<file path="src/rtl/commit_sequencer.sv">
// In-order retirement queue: records renamed instructions, marks writeback completion,
// retires the oldest done entry per cycle. Optional macro CSEQ_PERF_CNT_EN adds stall_cycles_o.
module commit_sequencer #(
  parameter  int DEPTH  = 32,
  parameter  int PIDX_W = 6,
  localparam int TAG_W  = $clog2(DEPTH)
) (
  input  logic              clk,
  input  logic              rst_ni,
  input  logic              alloc_valid_i,
  input  logic              alloc_has_rd_i,
  input  logic [PIDX_W-1:0] alloc_pidx_i,
  output logic              alloc_ready_o,
  output logic [TAG_W-1:0]  alloc_tag_o,
  input  logic              wb_valid_i,
  input  logic [TAG_W-1:0]  wb_tag_i,
  input  logic              br_flush_i,
  input  logic [TAG_W-1:0]  br_tag_i,
  output logic              commit_valid_o,
  output logic [PIDX_W-1:0] commit_pidx_o,
  output logic [TAG_W:0]    count_o,
  output logic              empty_o
`ifdef CSEQ_PERF_CNT_EN
  ,
  output logic [31:0]       stall_cycles_o
`endif
);

  logic [DEPTH-1:0]             r_valid, r_done, r_has_rd;
  logic [DEPTH-1:0][PIDX_W-1:0] r_pidx;
  logic [TAG_W:0]               r_head, r_tail;

  logic [TAG_W-1:0] w_hidx, w_tidx, w_br_off;
  logic [TAG_W:0]   w_flush_tail;
  logic [DEPTH-1:0] w_young;
  logic             w_full, w_empty, w_retire, w_alloc, w_wb;

  assign w_hidx  = r_head[TAG_W-1:0];
  assign w_tidx  = r_tail[TAG_W-1:0];
  assign w_empty = (r_head == r_tail);
  assign w_full  = (w_hidx == w_tidx) && (r_head[TAG_W] != r_tail[TAG_W]);

  // Age is measured as distance from head, so the flushed tail inherits the correct wrap bit.
  assign w_br_off     = br_tag_i - w_hidx;
  assign w_flush_tail = r_head + {1'b0, w_br_off} + (TAG_W+1)'(1);

  always_comb begin
    w_young = '0;
    for (int i = 0; i < DEPTH; i++)
      w_young[i] = (TAG_W'(i) - w_hidx) > w_br_off;
  end

  assign w_alloc  = alloc_valid_i && !w_full && !br_flush_i;
  assign w_wb     = wb_valid_i && r_valid[wb_tag_i] && !(br_flush_i && w_young[wb_tag_i]);
  assign w_retire = !w_empty && r_valid[w_hidx] && r_done[w_hidx];

  assign alloc_ready_o = !w_full;
  assign alloc_tag_o   = w_tidx;
  assign count_o       = r_tail - r_head;
  assign empty_o       = w_empty;

  always_ff @(posedge clk or negedge rst_ni) begin
    if (!rst_ni) begin
      r_valid  <= '0;
      r_done   <= '0;
      r_has_rd <= '0;
      r_pidx   <= '0;
      r_head   <= '0;
      r_tail   <= '0;
    end else begin
      if (w_wb) r_done[wb_tag_i] <= 1'b1;
      if (w_alloc) begin
        r_valid[w_tidx]  <= 1'b1;
        r_done[w_tidx]   <= 1'b0;
        r_has_rd[w_tidx] <= alloc_has_rd_i;
        r_pidx[w_tidx]   <= alloc_pidx_i;
        r_tail           <= r_tail + (TAG_W+1)'(1);
      end
      if (br_flush_i) begin
        r_valid <= r_valid & ~w_young;
        r_tail  <= w_flush_tail;
      end
      // Head is never younger than the branch, so retire composes with a flush.
      if (w_retire) begin
        r_valid[w_hidx] <= 1'b0;
        r_done[w_hidx]  <= 1'b0;
        r_head          <= r_head + (TAG_W+1)'(1);
      end
    end
  end

  always_ff @(posedge clk or negedge rst_ni) begin
    if (!rst_ni) begin
      commit_valid_o <= 1'b0;
      commit_pidx_o  <= '0;
    end else if (w_retire) begin
      commit_valid_o <= r_has_rd[w_hidx];
      commit_pidx_o  <= r_pidx[w_hidx];
    end else begin
      commit_valid_o <= 1'b0;
    end
  end

`ifdef CSEQ_PERF_CNT_EN
  logic [31:0] r_stall;
  always_ff @(posedge clk or negedge rst_ni) begin
    if (!rst_ni)
      r_stall <= '0;
    else if (!w_empty && !r_done[w_hidx] && (r_stall != 32'hFFFF_FFFF))
      r_stall <= r_stall + 32'd1;
  end
  assign stall_cycles_o = r_stall;
`endif

endmodule

</file>
<file path="config.mk">
export PLATFORM = sky130hd
export DESIGN_NAME = commit_sequencer
export DESIGN_NICKNAME = d
export VERILOG_FILES = /design/src/rtl/commit_sequencer.sv
export SDC_FILE = /design/constraint.sdc
export NUM_CORES = 1
export LEC_CHECK = 0
export CAP_MARGIN = 20
export CORE_MARGIN = 1.5
export CORE_UTILIZATION = 43
export CTS_BUF_LIST = sky130_fd_sc_hd__clkbuf_8 sky130_fd_sc_hd__clkbuf_16
export CTS_CLUSTER_DIAMETER = 30
export DETAILED_ROUTE_END_ITERATION = 7
export GPL_TIMING_DRIVEN = 0
export SLEW_MARGIN = 30
export SYNTH_ARGS = -nofsm -noshare
export SYNTH_HDL_FRONTEND = slang
export SYNTH_SLANG_ARGS = --single-unit
</file>
<file path="constraint.sdc">
create_clock -name clk -period 6.99 [get_ports clk]
set_clock_uncertainty 0.15 [all_clocks]
set_input_delay 1.398 -clock clk [delete_from_list [all_inputs] [get_ports clk]]
set_output_delay 1.398 -clock clk [all_outputs]
set_load 0.01 [all_outputs]
</file>
Signal wires by layer:
Bar = 50 um. Two of the layers only.
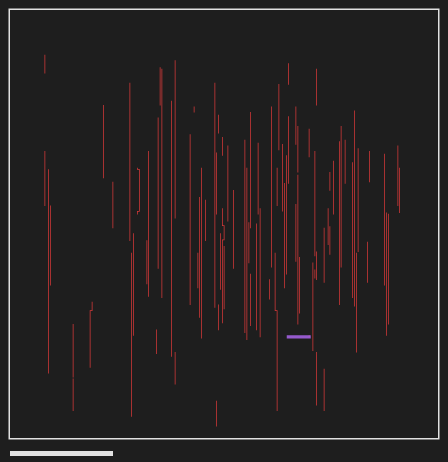
[purple] M5 | wire length: 10.1 um
[red] M4 | wire length: 3670 um

Gate families picked out:
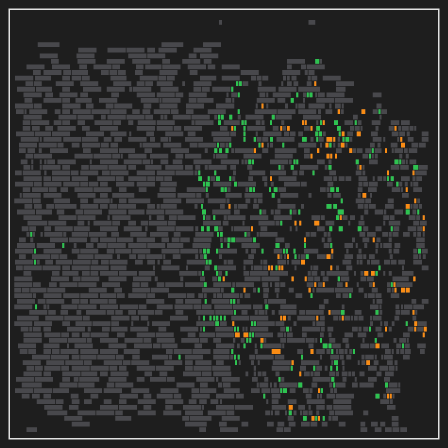
[orange] nor cells | cells: 100
[green] nand cells | cells: 207
Top cell excl fill/tap: sky130_fd_sc_hd__dfrtp_1
fraction of area in multi-input gates: 44.3%
non-filler instance count after layout: 2307

==> results.toml <==
# implementation run metrics
[outcome]
outcome = "finished, final reports clean"

[power_and_ir_drop]
power.share.combinational_pct = 31.4
p_clk_w = 0.00366
largest_power_group = "clock"
part_of_the_total_power_dissipated_in_sequential_elements_pct = 29.4
pg_comb_w = 0.00293
p_sw_w = 0.00297
ir_drop_mv = 0.342
power.internal_w = 0.00636
report.power.total_w = 0.00933
p_sw_share_pct = 31.8
power_in_sequential_cells_w = 0.00274
pwr-share-clk_pct = 39.2
leakagePower_nw = 9.86
power.density_cell_area_mw_per_mm2 = 422

[hold_path]
worstHoldStart = "r_done[0]$_DFF_PN0_"
worstHoldPathType = "flop to flop"
hold_depth = 2
min_to = "r_done[0]$_DFF_PN0_"

[global_route]
global_route_usage_over_all_layers_pct = 29.8
first_global_vias = 14830
grt_first_pass_wirelength_um = 95400
grt_antenna_before_repair = 2
globalRouteOverflowTotal = 0
largest_net_degree_at_the_start_of_global_routing = 79

[floorplan]
floorplan.core_util_pct = 43.4
design.die.area_sq_mm = 0.0435
ios = 42
die_height_um = 209
die_width_um = 209
core_area_sq_mm = 0.0419

[logic_synthesis]
post_synth.cell_area_avg_sq_um = 11.4
edf_count = 0
synthDominantAreaCellType = "sky130_fd_sc_hd__dfrtp_1"
mux_share_of_post_synthesis_cell_area_pct = 24.9
ys_seq_elements = 307
area_of_the_synthesized_netlist_per_yosys_stat_sq_mm = 0.0182
netlist.area_leader.share_pct = 42.3
synth-compound-area-share_pct = 11.6
synthesis.area_sq_mm = 0.0182
netlist_instances = 1589
yosysCellCount = 1589
synth.cellmix.xorXnorShare_pct = 2.21
top_cells_area = "sky130_fd_sc_hd__dfrtp_1, sky130_fd_sc_hd__mux2_2, sky130_fd_sc_hd__mux4_2"
synth.distinct_cells = 82
ys_dominant_reg_cell = "sky130_fd_sc_hd__dfrtp_1"
commonest_cells_post_synth = "sky130_fd_sc_hd__dfrtp_1, sky130_fd_sc_hd__mux2_2, sky130_fd_sc_hd__nand2_1, sky130_fd_sc_hd__mux4_2"
synth-seq-area-share_pct = 42.3
synth-async-reset-ratio_pct = 100
fp_nets = 1689
post_synth_and_or_nand_nor_area_fraction_pct = 8.97
post-synth-top-count-cell = "sky130_fd_sc_hd__dfrtp_1"
synth_logic_family = "multiplexers"
ys_sh_adder_pct = 6.04
synth_warnings = 0

[finish]
nets = 1809
commonest_cells_after_routing_fill_and_taps_aside = "sky130_fd_sc_hd__dfrtp_1, sky130_fd_sc_hd__mux2_2, sky130_fd_sc_hd__nand2_1"
post_route_cells_drive_above_1_share_pct = 28.2
flow.area_growth_from_synthesis_pct = 21.6
utilization_pct = 52.8

[placed_design]
placedInstanceArea_sq_mm = 0.0194
gp_congestion = 0.992
hpwl_um = 45600
placed_cells = 2173
pre_cts_ws_ns = -0.464
port_buffers = 40

[timing]
setup_repair_after_global_routing_missed_its_margin = "no"
whs_ns = 0.343
timing_hold_violations_final = 0
min_period_over_period_pct = 98.4
final.setup.worst_slack_ns = 0.108
finalWorstPathRequiredPeriod_ns = 6.88
setup_viol = 0
worst-slew-pin-transition_ns = 1.10
timing.fmax_mhz = 145
slew_violations = 0
slew_headroom_pct = 26.1
final.setup.tns_ns = 0

[flow_run]
tool_warnings = 49
maxCapViolations = 0

[route]
vias = 14327
postRouteWirelength_um = 64500
route.detailed.vias_per_inst = 6.21
drt_first_iter_violations = 1215
drt-wirelength-per-cell_um = 27.9
remaining_drc_errors = 0
ant_nets = 0
iteration_count_of_the_initial_detailed_routing_pass = 5

[clock_network]
worst_skew_pair.late_latency_ns = 0.57
path_clk_slew_ns = 0.04
maximum_clock_insertion_buffer_count = 3
cts_sinks = 307
clock_tree_from_tritoncts = "built"
cts_root_buf = "sky130_fd_sc_hd__clkbuf_16"
cts_htree_levels = 3
numCtsBuffers = 73
holdBufCountCts = 0
postCtsSetupRepairBufs = 0
ctsResizeCount = 3

[critical_path]
path_depth_of_the_worst_reg2reg_path = 20
critical_path_peak_fanout = 22
cp_data_arrival_time_ns = 7.16
worstSetupStartpointType = "flop"
worst-endpoint-required_ns = 7.26
reg2reg_to = "r_done[14]$_DFF_PN0_"
reg2reg_from = "r_head[3]$_DFFE_PN0P_"
r2r_slack_ns = 0.11
critical_path.endpoint = "r_done[14]$_DFF_PN0_"
setup.worst_path.start = "r_head[3]$_DFFE_PN0P_"
end_kind = "flop"
worst-setup-path-type = "flop to flop"
Cells coloured by class:
Bar = 50 um.
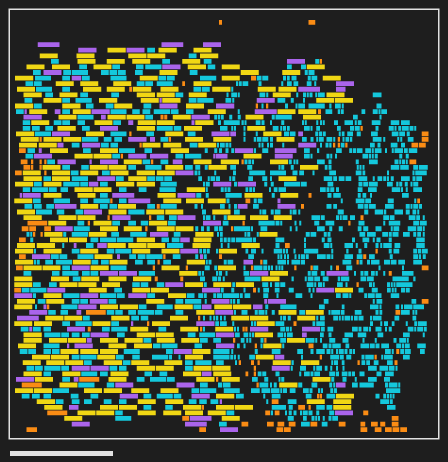
[cyan] remaining logic cells | cells: 1184
[orange] remaining buffers and delay cells | cells: 143
[purple] clock drivers and dummy loads | cells: 133
[yellow] registers | cells: 307
Final Instance Area: 0.0221 sq mm
Core Rows: 75

Sequential cells grouped by signal name:
Bar = 50 um. Other sequential cells in the stronger grey, the rest of the logic in the fainter grey.
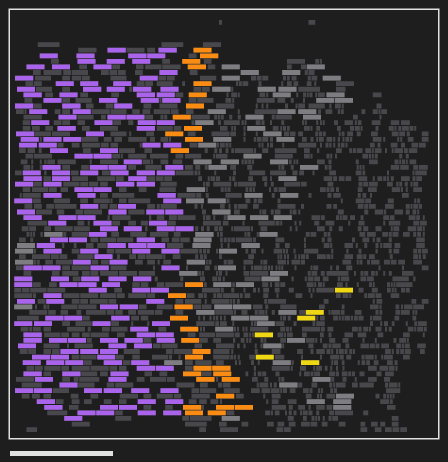
[orange] r_has_rd | sequential cells: 32 | where: a column down the middle
[yellow] r_head | sequential cells: 6
[purple] r_pidx | sequential cells: 192
flop share of the area: 34.7%
area taken by flip-flops and latches: 0.00768 sq mm

-- final cells by class --
cell class                      instances  area [sq um]
Clock buffer                           92          2140
Buffer                                 98           435
Timing Repair Buffer                   45           543
Multi-Input combinational cell       1103          9790
Inverter                               81           305
Antenna cell                            1          2.50
Fill cell                            3632         19700
Tap cell                              539           674
Clock inverter                         41           538
Sequential cell                       307          7680
-- registers in the layout (all words and copies together), names as in the netlist --
name,cells
commit_valid_o,1
r_valid,32
r_pidx,192
r_has_rd,32
commit_pidx_o,6
r_head,6
r_tail,6
r_done,32
-- layer usage --
metal | track usage, % | share of wire (%) | vias up
met5 | 0 | 0.016 | -
met3 | 5.67 | 6.6 | 197
met2 | 49.8 | 48 | 632
li1 | - | - | 6159
met1 | 36.1 | 39 | 7337
met4 | 17.4 | 5.7 | 2
-- critical path: stages (launching register included) --
cell and delay [ns]:
sky130_fd_sc_hd__dfrtp_1 0.57, sky130_fd_sc_hd__clkbuf_4 0.40, sky130_fd_sc_hd__clkinv_2 0.26, sky130_fd_sc_hd__buf_2 0.41, sky130_fd_sc_hd__ha_1 0.45, sky130_fd_sc_hd__a21oi_1 0.36, sky130_fd_sc_hd__nand2_1 0.21, sky130_fd_sc_hd__xor2_2 0.44
sky130_fd_sc_hd__inv_2 0.34, sky130_fd_sc_hd__ha_1 0.40, sky130_fd_sc_hd__o21ai_0 0.07, sky130_fd_sc_hd__a41o_1 0.21, sky130_fd_sc_hd__a31oi_1 0.35, sky130_fd_sc_hd__o2bb2ai_1 0.10, sky130_fd_sc_hd__nor4_1 0.24, sky130_fd_sc_hd__nand4_1 0.18
sky130_fd_sc_hd__a2111o_1 0.42, sky130_fd_sc_hd__buf_2 0.22, sky130_fd_sc_hd__a211oi_4 0.52, sky130_fd_sc_hd__buf_4 0.30, sky130_fd_sc_hd__o21ai_1 0.10
Power and IR drop assume default switching activity.
